==> run_1/layer_met1.png <==
The bar under the picture is 50 um long.
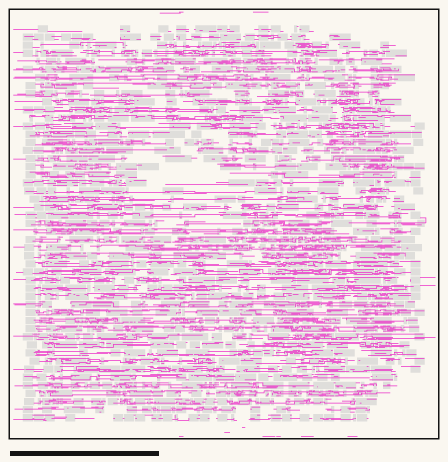
==> run_1/layer_met2.png <==
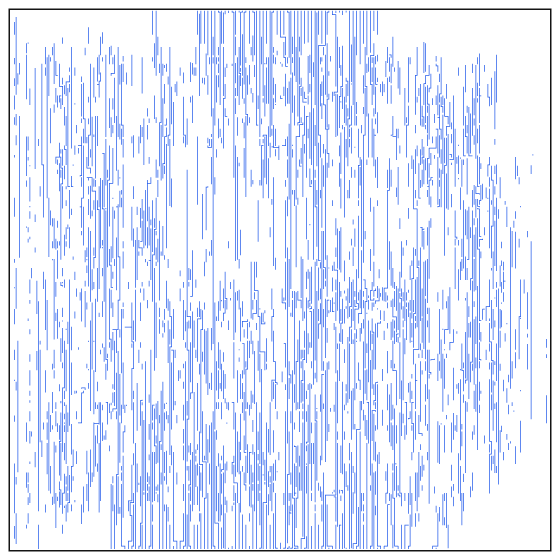
==> run_1/layer_met3.png <==
The bar under the picture is 50 um long.
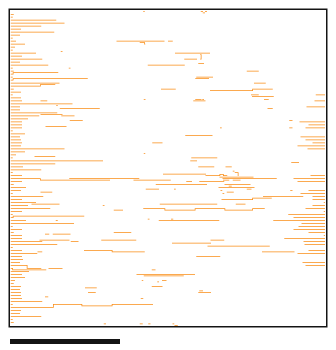
==> run_1/layer_met4.png <==
The bar under the picture is 50 um long.
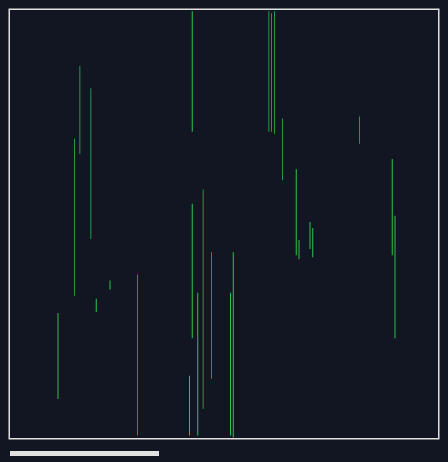
## src/rtl/lcd_cmd_pkg.sv

```systemverilog
// Package: lcd_cmd_pkg
// Shared types and constants for the PMOD CLS command sequencer.
//  - t_cmd_state : sequencer FSM states
//  - t_cmd_kind  : command being expanded (clear, line 1, line 2)
//  - PMOD CLS escape-sequence byte constants and stream lengths
//  - f_cmd_byte  : returns byte <idx> of the escape stream for a command
package lcd_cmd_pkg;

  localparam int c_line_chars = 16;
  localparam int c_text_w     = 8 * c_line_chars;

  // Stream lengths: clear = ESC [ j, line = ESC [ r ; 0 H + text
  localparam logic [4:0] c_len_clear = 5'd3;
  localparam logic [4:0] c_len_line  = 5'd22;

  localparam logic [7:0] c_esc  = 8'h1B;  // ESC
  localparam logic [7:0] c_lbr  = 8'h5B;  // '['
  localparam logic [7:0] c_clr  = 8'h6A;  // 'j' : clear display, cursor home
  localparam logic [7:0] c_row0 = 8'h30;  // '0' : row 0
  localparam logic [7:0] c_row1 = 8'h31;  // '1' : row 1
  localparam logic [7:0] c_semi = 8'h3B;  // ';'
  localparam logic [7:0] c_col0 = 8'h30;  // '0' : column 0
  localparam logic [7:0] c_cup  = 8'h48;  // 'H' : cursor position

  typedef enum logic [2:0] {
    ST_IDLE,
    ST_ENQ,
    ST_GO,
    ST_WAIT_BUSY,
    ST_WAIT_DONE
  } t_cmd_state;

  typedef enum logic [1:0] {
    CMD_CLEAR,
    CMD_LINE1,
    CMD_LINE2
  } t_cmd_kind;

  // Byte <idx> of the escape stream. Text bytes start at index 6 and are
  // taken MSB-first, so char 0 lives in text[c_text_w-1 -: 8].
  function automatic logic [7:0] f_cmd_byte(
    input t_cmd_kind             kind,
    input logic [4:0]            idx,
    input logic [c_text_w-1:0]   text
  );
    logic [7:0]          b;
    logic [c_text_w-1:0] shifted;
    shifted = '0;
    if (idx == 5'd0) begin
      b = c_esc;
    end else if (idx == 5'd1) begin
      b = c_lbr;
    end else if (kind == CMD_CLEAR) begin
      b = c_clr;
    end else begin
      case (idx)
        5'd2:    b = (kind == CMD_LINE2) ? c_row1 : c_row0;
        5'd3:    b = c_semi;
        5'd4:    b = c_col0;
        5'd5:    b = c_cup;
        default: begin
          shifted = text << (8 * (idx - 5'd6));
          b = shifted[c_text_w-1 -: 8];
        end
      endcase
    end
    return b;
  endfunction

endpackage

```

## src/rtl/pmod_cls_cmd_seq.sv

```systemverilog
// Module: pmod_cls_cmd_seq
// Command sequencer between the two-line LCD text feed and the SPI master
// driving a PMOD CLS display. One strobe (clear / line 1 / line 2) is
// expanded into its escape-sequence byte stream, pushed into the SPI TX
// FIFO, then the SPI burst is launched and the block stays busy until the
// SPI master returns to idle.
// Ports:
//  i_clk_40mhz / i_rst_40mhz      clock, synchronous active-high reset
//  i_wr_clear_display, i_wr_text_line1, i_wr_text_line2
//                                 command strobes, sampled only while ready
//  i_dat_ascii_line1/2            line text, char 0 in the top byte
//  o_command_ready                high only while idle
//  o_tx_data / o_tx_enqueue       FIFO write byte and one-cycle strobe
//  i_tx_full                      FIFO full, blocks enqueue
//  o_go_stand / o_tx_len          one-cycle burst launch and byte count
//  i_spi_idle                     SPI master idle
//  o_timeout_err                  sticky: SPI never went busy after go
module pmod_cls_cmd_seq
  import lcd_cmd_pkg::*;
#(
  parameter int parm_line_chars   = 16,
  parameter int parm_busy_timeout = 1000
) (
  input  logic                           i_clk_40mhz,
  input  logic                           i_rst_40mhz,
  input  logic                           i_wr_clear_display,
  input  logic                           i_wr_text_line1,
  input  logic                           i_wr_text_line2,
  input  logic [8*parm_line_chars-1:0]   i_dat_ascii_line1,
  input  logic [8*parm_line_chars-1:0]   i_dat_ascii_line2,
  output logic                           o_command_ready,
  output logic [7:0]                     o_tx_data,
  output logic                           o_tx_enqueue,
  input  logic                           i_tx_full,
  output logic                           o_go_stand,
  output logic [4:0]                     o_tx_len,
  input  logic                           i_spi_idle,
  output logic                           o_timeout_err
);

  localparam logic [15:0] c_tmo_last = 16'(parm_busy_timeout - 1);

  t_cmd_state            state_reg, state_next;
  t_cmd_kind             kind_reg, kind_sel;
  logic [c_text_w-1:0]   text_reg;
  logic [4:0]            idx_reg;
  logic [15:0]           tmo_cnt_reg;

  logic                  ready_reg;
  logic [7:0]            tx_data_reg;
  logic                  tx_enqueue_reg;
  logic                  go_reg;
  logic [4:0]            tx_len_reg;
  logic                  timeout_err_reg;

  logic                  accept;
  logic                  enq_fire;
  logic                  last_byte;
  logic                  timeout_hit;

  assign enq_fire    = (state_reg == ST_ENQ) && !i_tx_full;
  assign last_byte   = (idx_reg == tx_len_reg - 5'd1);
  assign timeout_hit = (state_reg == ST_WAIT_BUSY) && i_spi_idle &&
                       (tmo_cnt_reg == c_tmo_last);

  // Next state, plus strobe priority resolution (clear > line1 > line2).
  always_comb begin
    state_next = state_reg;
    accept     = 1'b0;
    if (i_wr_clear_display) begin
      kind_sel = CMD_CLEAR;
    end else if (i_wr_text_line1) begin
      kind_sel = CMD_LINE1;
    end else begin
      kind_sel = CMD_LINE2;
    end
    case (state_reg)
      ST_IDLE: begin
        if (i_wr_clear_display || i_wr_text_line1 || i_wr_text_line2) begin
          accept     = 1'b1;
          state_next = ST_ENQ;
        end
      end
      ST_ENQ: begin
        if (enq_fire && last_byte) begin
          state_next = ST_GO;
        end
      end
      ST_GO: begin
        state_next = ST_WAIT_BUSY;
      end
      ST_WAIT_BUSY: begin
        if (!i_spi_idle) begin
          state_next = ST_WAIT_DONE;
        end else if (timeout_hit) begin
          state_next = ST_IDLE;
        end
      end
      ST_WAIT_DONE: begin
        if (i_spi_idle) begin
          state_next = ST_IDLE;
        end
      end
      default: begin
        state_next = ST_IDLE;
      end
    endcase
  end

  // State, command snapshot, byte index and busy-timeout counter.
  always_ff @(posedge i_clk_40mhz) begin
    if (i_rst_40mhz) begin
      state_reg   <= ST_IDLE;
      kind_reg    <= CMD_CLEAR;
      text_reg    <= '0;
      idx_reg     <= 5'd0;
      tmo_cnt_reg <= 16'd0;
    end else begin
      state_reg <= state_next;
      if (accept) begin
        kind_reg <= kind_sel;
        // Snapshot so upstream text edits cannot corrupt the running burst.
        text_reg <= (kind_sel == CMD_LINE2) ? i_dat_ascii_line2 : i_dat_ascii_line1;
      end
      // Index saturates at len-1 and restarts whenever we return to idle.
      if (state_next == ST_IDLE) begin
        idx_reg <= 5'd0;
      end else if (enq_fire && !last_byte) begin
        idx_reg <= idx_reg + 5'd1;
      end
      if (state_reg == ST_GO) begin
        tmo_cnt_reg <= 16'd0;
      end else if (state_reg == ST_WAIT_BUSY && tmo_cnt_reg != 16'hFFFF) begin
        tmo_cnt_reg <= tmo_cnt_reg + 16'd1;
      end
    end
  end

  // Registered outputs. Ready is registered from the next state so it
  // tracks "state is idle" exactly, one cycle after a strobe is taken.
  always_ff @(posedge i_clk_40mhz) begin
    if (i_rst_40mhz) begin
      ready_reg       <= 1'b1;
      tx_data_reg     <= 8'h00;
      tx_enqueue_reg  <= 1'b0;
      go_reg          <= 1'b0;
      tx_len_reg      <= 5'd0;
      timeout_err_reg <= 1'b0;
    end else begin
      ready_reg      <= (state_next == ST_IDLE);
      tx_enqueue_reg <= enq_fire;
      go_reg         <= (state_reg == ST_GO);
      if (enq_fire) begin
        tx_data_reg <= f_cmd_byte(kind_reg, idx_reg, text_reg);
      end
      if (accept) begin
        tx_len_reg <= (kind_sel == CMD_CLEAR) ? c_len_clear : c_len_line;
      end
      if (timeout_hit) begin
        timeout_err_reg <= 1'b1;
      end
    end
  end

  assign o_command_ready = ready_reg;
  assign o_tx_data       = tx_data_reg;
  assign o_tx_enqueue    = tx_enqueue_reg;
  assign o_go_stand      = go_reg;
  assign o_tx_len        = tx_len_reg;
  assign o_timeout_err   = timeout_err_reg;

endmodule
```

## config.mk

```make
export PLATFORM = sky130hd
export DESIGN_NAME = pmod_cls_cmd_seq
export DESIGN_NICKNAME = d
export VERILOG_FILES = /design/src/rtl/lcd_cmd_pkg.sv /design/src/rtl/pmod_cls_cmd_seq.sv
export SDC_FILE = /design/constraint.sdc
export NUM_CORES = 1
export LEC_CHECK = 0
export CORE_MARGIN = 4
export CORE_UTILIZATION = 47
export DETAILED_ROUTE_END_ITERATION = 8
export PLACE_DENSITY_LB_ADDON = 0.25
export SYNTH_ARGS = -nofsm -noshare
export SYNTH_HDL_FRONTEND = slang
export SYNTH_SLANG_ARGS = --single-unit
```

## constraint.sdc

```tcl
create_clock -name i_clk_40mhz -period 3.5 [get_ports i_clk_40mhz]
set_input_delay 0.7 -clock i_clk_40mhz [delete_from_list [all_inputs] [get_ports i_clk_40mhz]]
set_output_delay 0.7 -clock i_clk_40mhz [all_outputs]
set_load 0.03 [all_outputs]
```

==> notes.md, run 1 <==
Results of an implementation run.

The power of the sequential group is 2220 uW. At floorplan, the net count of the design was reported as 1,319. Walking the worst path, the cells encountered are ha_1 -> xor2_1 -> a221oi_1 -> or3_1 -> a211oi_1. For this run, design rule violations remaining after detail routing come to 0. The tool warning count for the run is 31. The power of the clock network is 1940 uW. In the layout the commonest cells are sky130_fd_sc_hd__nand2_1 (277), sky130_fd_sc_hd__clkdlybuf4s50_1 (277), sky130_fd_sc_hd__nor2_1 (172). Multiplexer cells account for 9.41% of the synthesized area.

Setup repair after global routing left no endpoint under its margin. The power per cell area is 424 nW/um^2. For this sky-water flow run, the detailed-routed wirelength per cell is reported as 18.6 um. The final-report max-slew violation count is 0.

The remaining global-route overflow is 0. The cell-mix breakdown from Yosys lists the XOR/XNOR area share as 2.23%. The clock buffers instantiated in the layout total 24. The number of filler cells placed in the layout is 1,513.

The detailed router put a total of 11.2 mm of wire on met1. The floorplan report gives the top-level pin count as 280. The biggest cell delay along the critical path is 0.66 ns. In this run the most critical hold path is launched from o_tx_data[7]. Along the critical path, the tally of buffer and inverter instances is 0. Cells fill 67.7% of the core in the end.

For reference, the top cells by area after synthesis are sky130_fd_sc_hd__dfxtp_1 (39%), sky130_fd_sc_hd__a311oi_1 (13%), sky130_fd_sc_hd__nand2_1 (12%). The number of antenna violations at the first check in global routing is 3. The flip-flop count of the largest register, all copies and words added is 128.

The synthesized netlist devotes 18.1% of its cell area to compound gates. Relative to the synthesized area, the layout overhead comes to 40.9%. The non-clock inverter count in the final layout is 10.

The detailed router reports a met2 wire length of 13.8 mm. The worst hold path passes through 2 cells. The layout summary lists the proportion of cells stronger than drive strength 1 as 8.03%. The global-route usage over all layers is 26.5%. The remaining antenna violation count is 0. The required time at the worst endpoint is listed as 3.83 ns. The clock latency of the later-clocked register in the worst-skew pair is 0.42 ns. The die is 144 um tall. After detailed routing, the met3 layer carries 2.17 mm of wire. The global-route met3 utilization is 7.12%. The worst hold margin is 0.456 ns. The number of well taps is 229.

The number of hold buffers added after cts is 0. In this run, post-CTS repair resized a total of 0 instances. The fmax is 379 MHz. The number of multi-input combinational cells is 774. The met1 routing resource usage after global routing is 32.9%. The category of the worst setup path launch point is a flop. After routing, the total negative slack on setup checks comes to 0 ns. The final count of hold timing violations is 0. The synthesized instance count is 1,048. Setup slack closes at 0.862 ns. The combinational share of power is 19.7%. The basic-gate share of the synthesized area counting and, or, nand and nor cells is 24.8%.

The slew check shows that the tightest pin keeps a relative margin of 40.2%. The area taken by flip-flops and latches is 3390 um^2. The area recorded from the Yosys report for this design is 8660 um^2. The clock passes through at most 2 buffers. The cell-mix breakdown from Yosys lists the adder-cell area share as 1.16%. Looking at the gate-level netlist, the highest instance count belongs to sky130_fd_sc_hd__nand2_1. The mean area per synthesized cell is 8.26 um^2.

The most used flip-flop cell after synthesis is sky130_fd_sc_hd__dfxtp_1. In this run the critical register-to-register path is launched from idx_reg[2]. In this run the number of cells on the critical path is 5. The DRC marker count from the first detailed-route iteration is 663. The chip footprint is 20,700 um^2. In the final layout, flip-flops and latches take up 27.8% of the cell area. The multi-input logic portion of the cell area is 39.6%. The heaviest power group is sequential cells. The final timing report lists clock skew as 0.00978 ns. The sum of net half-perimeters after detailed placement is 20.5 mm. The part of the cycle the worst path needs is 75.4%. The length in cells of the worst reg-to-reg path is 5. The endpoint of the worst hold-timing path is o_tx_data[7]. The clock network takes up 5.00% of total cell area after layout. The synthesis run identifies the leading combinational cell family as simple AND/OR/NAND/NOR gates.

The H-tree generated during clock tree synthesis spans 4 levels. The final critical delay including setup and external delays is 2.64 ns. Counting the warning lines in the Yosys log gives 0. The master of the slowest instance on the critical path is sky130_fd_sc_hd__xor2_1. The row count is 49. The family of cells with the greatest summed delay on the critical path is XOR/XNOR gates. Looking at the worst setup and hold paths, the clock pins of their registers show a slew of 0.06 ns. In this run the cell area of the synthesized design comes to 8660 um^2.

The area share of the largest cell type after synthesis is 39.1%. The actual transition at the worst max-transition pin is 0.889 ns. The area-dominant cell class after layout is logic gates. The logic area is 4830 um^2. The number of flops mapped to enable cells by yosys is 0. In this run the tool buffered the top-level ports with 278 buffer cells.

The tree built by TritonCTS fans out to 169 sinks. The kind of end point of the critical path is a flop. The fraction of power consumed by the clock network is 37.5%. The maximum VDD drop is 0.000370 V.

The layer with the highest usage is met2. The run finished with clean final reports. The standard cell core area is 18,000 um^2.

The total CTS buffers is 17. Per the OpenROAD power report, leakage power amounts to 0.00457 uW. The layout report lists the non-clock buffer share of cell area as 24.9%. Of the synthesized area, sequential elements account for 39.1%. The floorplan step set the die width to 144 um. The max capacitance violation total is 0.

The flow reports power dissipated in combinational cells as 1020 uW. The final setup violation count is 0. The met2 global-route usage is 44.7%.

The via count of the first global-routing pass is 8,081. After synthesis the netlist holds a flip-flop and latch count of 169.
Back to the opening pictures, layer_met1.png:
share of all routed wire: 40%
nets with wire on the layer: 1,366
vias: 8,572
post-detailed-routing wire length: 28.1 mm

Back to the opening pictures, layer_met2.png:
main direction: vertical
nets with wire on the layer: 1,240
share of all routed wire: 49%
longest straight run: 62.6 um
wire length on this layer: 13,800 um

Back to the opening pictures, layer_met3.png:
share of all routed wire: 7.7%
wire length on this layer: 2,170 um
nets with wire on the layer: 209
main direction: horizontal
longest straight run: 41.6 um

Back to the opening pictures, layer_met4.png:
longest straight run: 73.4 um
wire length on this layer: 874 um

## run 1: per-stage QoR
| step | instances | total power (uW) | instance area (um^2) |
|---|---|---|---|
| 2_1_floorplan | 1048 | 2760 | 8660 |
| 3_3_place_gp | 1480 | 3260 | 11600 |
| 3_5_place_dp | 1480 | 3270 | 11600 |
| 4_1_cts | 1512 | 5210 | 12200 |
| 5_1_grt | 1513 | 5400 | 12200 |
| 6_report | 1513 | 5180 | 12200 |
## run 1: worst reg2reg max path, cell delays in order, from the launching register on
cell and delay [ns]:
sky130_fd_sc_hd__dfxtp_1 0.59, sky130_fd_sc_hd__ha_1 0.42, sky130_fd_sc_hd__xor2_1 0.66, sky130_fd_sc_hd__a221oi_1 0.20
sky130_fd_sc_hd__or3_1 0.42, sky130_fd_sc_hd__a211oi_1 0.27
==> run_1/clocks.png <==
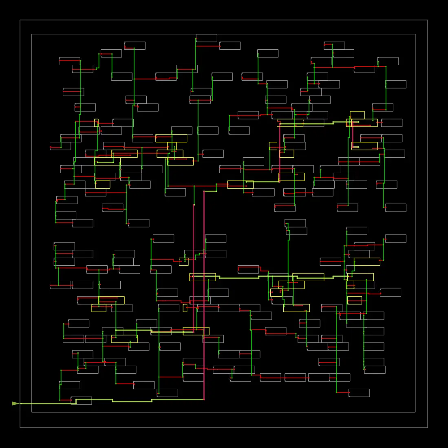

==> run 1 -> run 2 <==
CORE_UTILIZATION = 42   (was 47)
clock period = 2.2 ns   (was 3.5 ns; I/O delays follow)
==> run_2/clocks.png <==
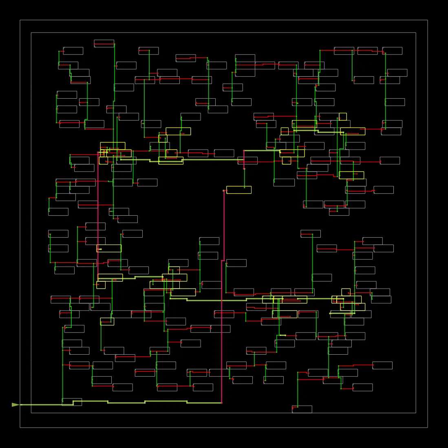
worst-case clock skew: 0.0160 ns
worst-skew pair later-pin latency: 0.43 ns
Clock group: 3000 uW

==> run_2/layer_met3.png <==
The bar under the picture is 50 um long.
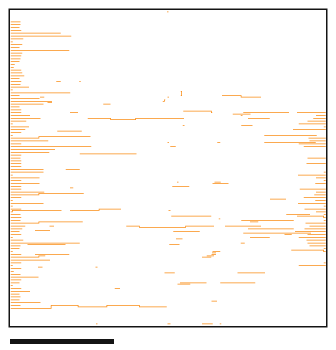
share of all routed wire: 6.8%
longest straight run: 38.4 um
wire length on this layer: 1,940 um
vias: 8,584
global routing usage on met3: 6.10%
post-detailed-routing wire length: 28.6 mm

==> run 2 against run 1 <==
  * Design area increased by 2.2%
  * Global-route usage decreased by 2.1 points
  * Count of clock-buffer cells in the layout decreased by 5
  * Final cell count increased by 4.2%
  * Routed wire length increased by 1.7%
  * Via count increased by 0.14%
  * Synthesized area unchanged
  * First-iteration DRC count decreased by 25%
  * Critical path depth increased by 2
  * Fmax increased by 27%
  * Critical path type unchanged
  * Critical endpoint unchanged
==> notes.md, run 2 <==
Results of an implementation run.

The worst flop-to-flop path startpoint is idx_reg[1] (was idx_reg[2]). The number of well taps is 270 (was 229). The flip-flop count of the largest register, all copies and words added is 128 (unchanged). The final critical delay including setup and external delays is 2.08 ns (was 2.64 ns).

The maximum VDD drop came to 0.000530 V (was 0.000370 V). The fmax is 480 MHz (was 379 MHz). The global-route wire length before repair is 43.5 mm (was 42.5 mm).

The sequential cell area share is 27.1% (was 27.8%). The worst max-slew margin expressed relative to the limit is 56.9% (was 40.2%). The power per cell area is 658 nW/um^2 (was 424 nW/um^2). The count of tool warnings came to 29 (was 31). The number of placed instances with taps included came to 1,540 (was 1,480). The row count is 52 (was 49).

The via count of the first global-routing pass is 8,260 (was 8,081). The Yosys warning count is 0 (unchanged). The number of unique standard cell types used by synthesis came to 62 (unchanged). The area share of the largest cell type after synthesis came to 39.1% (unchanged). The area-dominant cell class after layout is logic gates (unchanged). The final cell area excluding filler cells came to 12,500 um^2 (was 12,200 um^2). The setup slack of the worst register-to-register path is 0.12 ns (was 0.86 ns). The number of antenna violations at the first check in global routing was 0 (was 3). The global-route usage over all layers is 24.4% (was 26.5%). The mean area per synthesized cell was 8.26 um^2 (unchanged). The highest routed metal layer is met4 (was met5). The chip footprint was 23,000 um^2 (was 20,700 um^2). The post-synthesis share of cell area spent on and-or and or-and gates is 18.1% (unchanged). The basic-gate share of the synthesized area counting and, or, nand and nor cells was 24.8% (unchanged). The level count of the clock H-tree was 4 (unchanged). The total CTS buffers is 17 (unchanged).

Most instantiated logic cells after routing: sky130_fd_sc_hd__nand2_1 (277), sky130_fd_sc_hd__clkdlybuf4s50_1 (277), sky130_fd_sc_hd__nor2_1 (172) (unchanged). The sum of net half-perimeters after detailed placement is 21.0 mm (was 20.5 mm). The multi-input logic portion of the cell area came to 38.8% (was 39.6%). The final routed DRC violation total came to 0 (unchanged). The deepest clock path buffer count is 2 (unchanged). The required time of the worst setup path came to 2.51 ns (was 3.83 ns). The number of antenna diodes is 0 (was 1). The actual transition at the worst max-transition pin is 0.646 ns (was 0.889 ns). The number of multi-input combinational cells is 774 (unchanged).

The wire length on met1 is 12.1 mm (was 11.2 mm). The area added between synthesis and finish is 44.1% (was 40.9%). The final count of hold timing violations is 0 (unchanged). The number of flops mapped to enable cells by yosys is 0 (unchanged). The cell area after placement was 11,800 um^2 (was 11,600 um^2). The met2 global-route usage is 41.8% (was 44.7%).

The length in cells of the worst reg-to-reg path is 7 (was 5). The number of filler cells placed in the layout was 1,766 (was 1,513). The layer with the highest usage is met2 (unchanged).

The worst hold margin is 0.451 ns (was 0.456 ns). Result of the run: finished clean (unchanged). The wire length on met2 came to 14.0 mm (was 13.8 mm). The cell leakage power is 0.00470 uW (was 0.00457 uW).

The cell area after synthesis came to 8660 um^2 (unchanged). The synthesized instance count came to 1,048 (unchanged). The flip-flop and latch count after synthesis is 169 (unchanged). The logic area is 4840 um^2 (was 4830 um^2). The final setup violation count is 0 (unchanged).

The beginning of the worst hold path is o_tx_data[7] (unchanged). The DRC marker count from the first detailed-route iteration is 494 (was 663). The standard cell core area is 20,200 um^2 (was 18,000 um^2). The part of the cycle the worst path needs came to 94.8% (was 75.4%). The post-route core utilization came to 61.6% (was 67.7%). Top area cells in the synthesized netlist: sky130_fd_sc_hd__dfxtp_1 (39%), sky130_fd_sc_hd__a311oi_1 (13%), sky130_fd_sc_hd__nand2_1 (12%) (unchanged). The count of placed standard cells in the final layout, fillers left out is 1,577 (was 1,513). The worst setup slack after placement is 0.0338 ns (was 0.612 ns).

The chip area in the Yosys report was 8660 um^2 (unchanged). The predominant post-synthesis flop cell is sky130_fd_sc_hd__dfxtp_1 (unchanged). The buffer share of cell area is 26.4% (was 24.9%). The net count after synthesis came to 1,319 (unchanged).

The power consumption is 8210 uW (was 5180 uW). The type of the most critical hold path is reg2reg (unchanged). The kind of end point of the critical path is a flop (unchanged).

The launch point of the critical path is idx_reg[1] (was idx_reg[2]). The top-level port count is 280 (unchanged). The number of instances on the worst hold path is 2 (unchanged).

The clock-pin slew on the worst setup and hold paths is 0.07 ns (was 0.06 ns). The max capacitance violation total is 0 (unchanged). The non-clock inverter count in the final layout came to 10 (unchanged). The post-synthesis share of cell area spent on full adders, half adders and majority gates is 1.16% (unchanged).

The final-layout clock buffer total is 19 (was 24). The remaining antenna violation count is 0 (unchanged). The number of hold buffers added after cts came to 0 (unchanged). The share of the yosys chip area belonging to registers is 39.1% (unchanged). The smallest setup slack after layout is 0.115 ns (was 0.862 ns). The quantity of I/O buffers inserted on ports is 278 (unchanged).

The post-detailed-route wirelength per cell is 18.1 um (was 18.6 um). The sum of met3 wire segment lengths after detailed routing is 1.94 mm (was 2.17 mm). The fraction of final layout cells with drive strength greater than 1 is 9.95% (was 8.03%).

The final-report max-slew violation count came to 0 (unchanged). The cell type with the largest total area after synthesis is sky130_fd_sc_hd__dfxtp_1 (unchanged). The category of the worst setup path launch point was a flop (unchanged). The remaining global-route overflow is 0 (unchanged).

The die boundary width is 152 um (was 144 um). The most instantiated library cell after synthesis is sky130_fd_sc_hd__nand2_1 (unchanged). The fraction of area in clock buffers and inverters is 4.65% (was 5.00%). The sink count of the clock tree came to 169 (unchanged). The die span in y came to 152 um (was 144 um). The XOR/XNOR share of the synthesized area is 2.23% (unchanged).

The met1 routing resource usage after global routing came to 30.8% (was 32.9%). The total negative setup slack is 0 ns (unchanged). The area taken by flip-flops and latches came to 3390 um^2 (unchanged). The vias per cell is 5.44 (was 5.67). The dominant kind of combinational cell is simple AND/OR/NAND/NOR gates (unchanged). The post-synthesis mux area share is 9.41% (unchanged). The endpoint of the worst hold-timing path is o_tx_data[7] (unchanged).
[run 2: report_power, final]
group / internal [uW] / leakage, uW / switching, uW
Clock: 1630 / 0.000280 / 1370
Sequential: 3330 / 0.00140 / 189
Combinational: 924 / 0.00302 / 761
[run 2: critical path, stage by stage, from the launching register on]
cell,delay (ns)
sky130_fd_sc_hd__dfxtp_2,0.37
sky130_fd_sc_hd__buf_12,0.14
sky130_fd_sc_hd__buf_4,0.15
sky130_fd_sc_hd__buf_4,0.15
sky130_fd_sc_hd__mux4_2,0.52
sky130_fd_sc_hd__a221oi_1,0.39
sky130_fd_sc_hd__or3_1,0.19
sky130_fd_sc_hd__a211oi_1,0.07
[run 2: what timing repair did]
item                       4_1_cts  5_1_grt
setup buffers                    0        5
setup endpoints to repair        0        6
resized                          0        3
==> run_2/layer_met1.png <==
The bar under the picture is 50 um long.
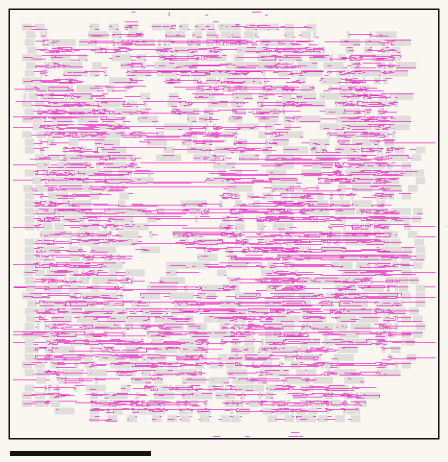

==> run 2 -> run 3 <==
ABC_AREA = 1   (was not set)
CORE_UTILIZATION = 43   (was 42)
==> run_3/layer_met1.png <==
The bar under the picture is 50 um long.
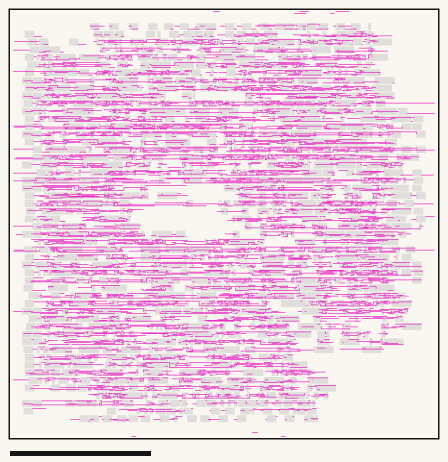
global-route track usage on met1: 34.2%
vias: 9,788
post-detailed-routing wire length: 30.1 mm

==> run 3 against run 2 <==
  * Combinational power down 5%
  * Routed wire length increased by 5.3%
  * Hold slack gained 0.016 ns
  * Power is 4.3% lower
  * Synthesized cell count rose by 26%
  * Count of clock-buffer cells in the layout is 1 higher
  * Highest routed layer unchanged
  * Via count is 14% higher
  * Global-route usage grew 1.4 points
  * Largest power group unchanged
  * Fmax is 0.56% higher
  * Sequential share of layout area increased by 0.34 points
  * Register-to-register slack about the same
  * Die area down 0.22%
==> notes.md, run 3 <==
Results of an implementation run.

The biggest cell delay along the critical path is 0.37 ns (was 0.52 ns). The total negative setup slack came to 0 ns (unchanged). The number of placed instances with taps included is 1,798 (was 1,540). The number of multi-input combinational cells was 987 (was 774). The final count of hold timing violations is 0 (unchanged). The layer with the highest usage is met2 (unchanged). The clock-pin slew on the worst setup and hold paths is 0.06 ns (was 0.07 ns).

The actual transition at the worst max-transition pin is 0.535 ns (was 0.646 ns). The category of the worst setup path launch point is a flop (unchanged). The number of setup buffers added after CTS is 0 (unchanged). The share of the yosys chip area belonging to registers is 38.3% (was 39.1%). The count of tool warnings is 31 (was 29). The power consumption is 7850 uW (was 8210 uW). The buffer share of cell area is 25.4% (was 26.4%). The combined buffer and inverter count along the critical path is 2 (was 3). The number of filler cells placed in the layout is 1,891 (was 1,766).

The remaining antenna violation count came to 0 (unchanged). The maximum VDD drop is 0.000449 V (was 0.000530 V). The mean area per synthesized cell is 6.68 um^2 (was 8.26 um^2). The number of cells upsized or downsized after cts is 0 (unchanged). The fraction of area in clock buffers and inverters is 4.23% (was 4.65%).

The synthesized instance count is 1,323 (was 1,048). The beginning of the worst hold path is o_timeout_err (was o_tx_data[7]). The number of unique standard cell types used by synthesis is 34 (was 62).

The final-report max-slew violation count is 0 (unchanged). The non-clock inverter count in the final layout came to 63 (was 10). The critical path depth is 12 (was 7).

The number of flops mapped to enable cells by yosys came to 0 (unchanged). The kind of end point of the critical path is a flop (unchanged). The quantity of I/O buffers inserted on ports is 278 (unchanged). The launch point of the critical path is o_tx_len[0] (was idx_reg[1]). The worst hold margin is 0.467 ns (was 0.451 ns).

Setup repair after global routing left no endpoint under its margin. The deepest clock path buffer count is 2 (unchanged). The power per cell area is 638 nW/um^2 (was 658 nW/um^2). The library cell appearing most often on the critical path is sky130_fd_sc_hd__nand2_1 (was sky130_fd_sc_hd__buf_4).

The die boundary width is 151 um (was 152 um). Result of the run: finished clean (unchanged). The master of the slowest instance on the critical path is sky130_fd_sc_hd__dfxtp_1 (was sky130_fd_sc_hd__mux4_2).

The fraction of final layout cells with drive strength greater than 1 is 5.20% (was 9.95%). The net count after synthesis is 1,594 (was 1,319). The family of cells with the greatest summed delay on the critical path was simple AND/OR/NAND/NOR gates (was multiplexers). The top-level port count is 280 (unchanged).

The row count is 52 (unchanged). The global-route wire length before repair was 46.6 mm (was 43.5 mm). The remaining global-route overflow is 0 (unchanged).

The final cell area excluding filler cells is 12,300 um^2 (was 12,500 um^2). The final routed DRC violation total is 0 (unchanged). The number of hold buffers added after cts is 0 (unchanged).

The count of placed standard cells in the final layout, fillers left out came to 1,831 (was 1,577). The type of the most critical hold path was reg2reg (unchanged). The number of instances on the worst hold path is 1 (was 2). The chip area in the Yosys report is 8840 um^2 (was 8660 um^2).

The endpoint of the worst hold-timing path is o_timeout_err (was o_tx_data[7]). Top area cells in the synthesized netlist: sky130_fd_sc_hd__dfxtp_1 (38%), sky130_fd_sc_hd__nand2_1 (18%), sky130_fd_sc_hd__a31oi_1 (9.1%) (was sky130_fd_sc_hd__dfxtp_1 (39%), sky130_fd_sc_hd__a311oi_1 (13%), sky130_fd_sc_hd__nand2_1 (12%)). The chip footprint is 22,900 um^2 (was 23,000 um^2). The part of the cycle the worst path needs is 94.2% (was 94.8%).

Crit-path cells: inv_1 -> ha_1 -> inv_1 -> ha_1 -> xor2_1 -> nand2_1 -> nor2_1 -> nand3_1 -> nand2_1 -> nand2_1 -> o21ai_4 -> nor2_1 (was buf_12 -> buf_4 -> buf_4 -> mux4_2 -> a221oi_1 -> or3_1 -> a211oi_1). The area added between synthesis and finish is 39.3% (was 44.1%). The sum of net half-perimeters after detailed placement is 21.8 mm (was 21.0 mm). The flip-flop and latch count after synthesis is 169 (unchanged). The setup slack of the worst register-to-register path is 0.13 ns (was 0.12 ns).
==> run_3/clocks.png <==
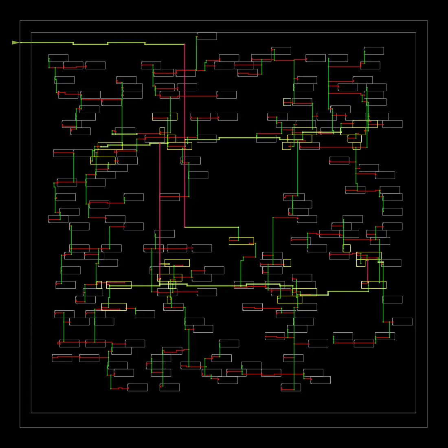
TritonCTS buffer count: 17
worst-case clock skew: 0.00966 ns
number of clock buffer instances in the layout: 20
Seq Cell Count: 169
clock tree sinks: 169

-- run 3: power breakdown --
| group | switching [uW] | total [uW] | internal [uW] |
|---|---|---|---|
| clock | 1280 | 2740 | 1460 |
| sequential | 159 | 3500 | 3340 |
| combinational | 799 | 1610 | 813 |
| total | 2230 | 7850 | 5620 |
-- run 3: layer usage --
layer	part of all wire (%)	vias up	wire length (um)
met5	0	-	0
met4	3.4	0	1020
met3	7.5	59	2270
met2	46	357	13800
met1	43	4458	13000
li1	-	4914	-
-- run 3: kinds of logic after synthesis --
family,count (synthesis),share of synthesized area (%)
and+or+nand+nor,608,27.6
xor gates and xnor gates,12,1.19
AOI/OAI and AO/OA,358,23.1
buffers and inverters,167,8.73
adders and majority gates,8,1.13
DFF,169,38.3
other,1,0.0424
Power and IR drop assume default switching activity.
